==> config.mk <==
export PLATFORM = sky130hd
export DESIGN_NAME = regfile_write_arbiter
export DESIGN_NICKNAME = d
export VERILOG_FILES = /design/src/rtl/regfile_write_arbiter.sv
export SDC_FILE = /design/constraint.sdc
export NUM_CORES = 1
export LEC_CHECK = 0
export CAP_MARGIN = 20
export CORE_MARGIN = 2
export CORE_UTILIZATION = 30
export CTS_BUF_LIST = sky130_fd_sc_hd__clkbuf_16
export CTS_CLUSTER_DIAMETER = 50
export DETAILED_ROUTE_END_ITERATION = 16
export HOLD_SLACK_MARGIN = 0.12
export PLACE_DENSITY = 0.7
export RECOVER_POWER = 25
export SYNTH_ARGS = -nofsm -noshare
export SYNTH_HDL_FRONTEND = slang
export SYNTH_SLANG_ARGS = --single-unit
==> constraint.sdc <==
create_clock -name clk -period 2.25 [get_ports clk]
set_input_delay 0.45 -clock clk [delete_from_list [all_inputs] [get_ports clk]]
set_output_delay 0.45 -clock clk [all_outputs]
set_load 0.01 [all_outputs]
==> images/m2.png <==
Bar = 20 µm.
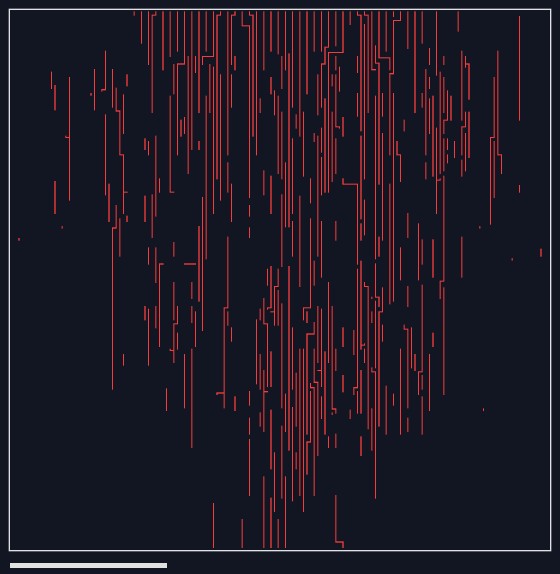
- longest straight run: 26.5 µm
- nets with wire on the layer: 200
Routed Wire Length: 3777 µm
met2 Track Usage GR: 27.78%
total number of vias: 1251

==> images/m1.png <==
Cells faint in the background.
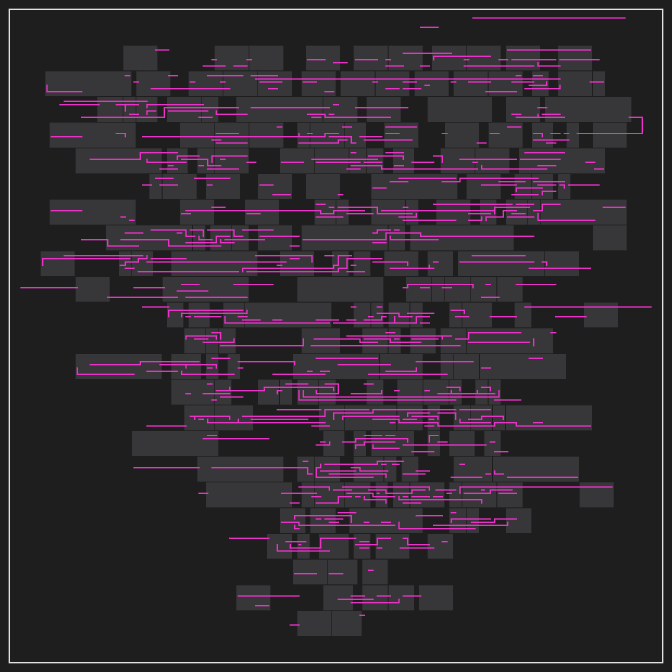
- share of all routed wire: 42%
- nets with wire on the layer: 232
- longest straight run: 32.2 µm
- main direction: horizontal
M1 GR Usage: 20.94%

==> images/route_heat.png <==
Bar = 20 µm. The die is cut into 14 by 14 equal tiles; dark purple is low, yellow is high, scaled to the fullest tile. Values are wire area over tile area, all layers added.
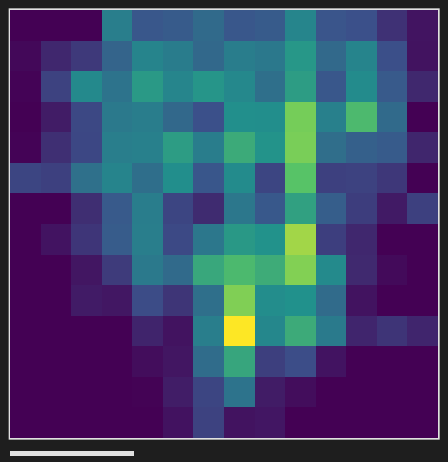
- tiles over half the peak: 12%
- mean over tiles: 0.12
- nearly empty tiles: 26%
- emptiest ninth of the die: south-west
- fullest tile: 0.51
wire length per cell: 14.53 µm
total track usage: 16.79%

==> images/m3.png <==
Bar = 20 µm.
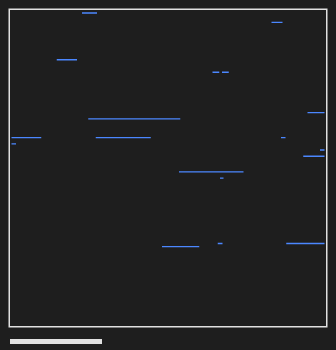
- main direction: horizontal
- nets with wire on the layer: 13
- share of all routed wire: 2.4%
- longest straight run: 19.8 µm
- wire length on this layer: 89.7 µm
met3 Use GR: 3.655%

==> run_results.csv <==
group,metric,value,unit
run_status,status,"finished, final reports clean",
grt,antenna_found_initial,0,
floorplan,placementRows,23,
timing,worst_pin_slew,1.206,ns
critical_path,path_class,"reg -> out",
layout,final_cell_mix,"48 x clkdlybuf4s50_1, 22 x dfrtp_1, 19 x buf_4",
layout,drive_gt1_share,20.00,%
timing,hold_slack,0.4819,ns
timing,fin_setup_tns,0,ns
floorplan,ios,56,
hold_path,hold_path.class,"reg -> reg",
layout,fin_area,2115,µm²
synthesis,synth_chip_area,1267,µm²
critical_path,crit_fanout,3,
floorplan,core,4029,µm²
clock_network,cts.sinks,22,
synthesis,synth_flops,22,
timing,slew_headroom,19.59,%
critical_path,critPathCaptureType,"output port",
critical_path,cp_slowest_cell,"dfrtp_1",
layout,buffer_area_share,32.07,%
timing,drv_slew,0,
grt,grt_pass1_vias,1284,
grt,grt_max_degree,23,
synthesis,yosysSeqAreaShare,43.44,%
power,net-switching-power,640.6,µW
placement,place_congestion,0.9345,
layout,seq_share,26.04,%
synthesis,synth_nets,176,
detailed_routing,avgViaCountPerCell,4.812,
critical_path,cp_num_cells,6,
timing,period_minus_slack,2.158,ns
power,pwr-share-clk,25.3,%
layout,inverters,8,
synthesis,ys_types,41,
synthesis,aoi_share,22.90,%
timing,rsz0062_at_grt,"no",
critical_path,worst-path-buf-inv,2,
clock_network,hold_buffers,0,
detailed_routing,post-route-drc-count,0,
placement,dp_slack,-0.5514,ns
placement,post-dp-hpwl,2964,µm
clock_network,postCtsResizedCells,20,
timing,hold_viol,0,
synthesis,yosysCellCount,136,
critical_path,arrival,1.71,ns
power,swShare,32.30,%
detailed_routing,top_layer,"met4",
critical_path,cp-start-kind,"register",
clock_network,cts_buffer_depth,2,
grt,grt-busiest-layer,"met2",
## cells in the mapped netlist (all sizes together)
cell	instances	share of area, %
o32a	1	0.89
a211o	1	0.69
clkbuf	3	0.89
o21ai	3	1.2
and2	5	2.5
nand2	12	3.8
mux2	2	2.1
ha	1	0.99
and4b	1	0.79
a41oi	1	0.69
o21bai	2	1.5
a211oi	1	0.59
o22ai	10	4.9
or4	1	0.89
or2	1	0.49
nor3	3	1.2
inv	8	2.4
o21a	1	0.59
dfrtp	22	43
nor2b	1	0.49
nor2	14	4.1
a21o	2	1.2
a21oi	15	5.9
o211ai	1	0.59
and3b	2	1.5
nand2b	1	0.49
nand3	2	0.79
mux2i	10	7.9
nor3b	2	1.2
buf	2	1.3
a32o	1	0.79
a31oi	3	2.7
a22o	1	0.69
Power and IR drop assume default switching activity.
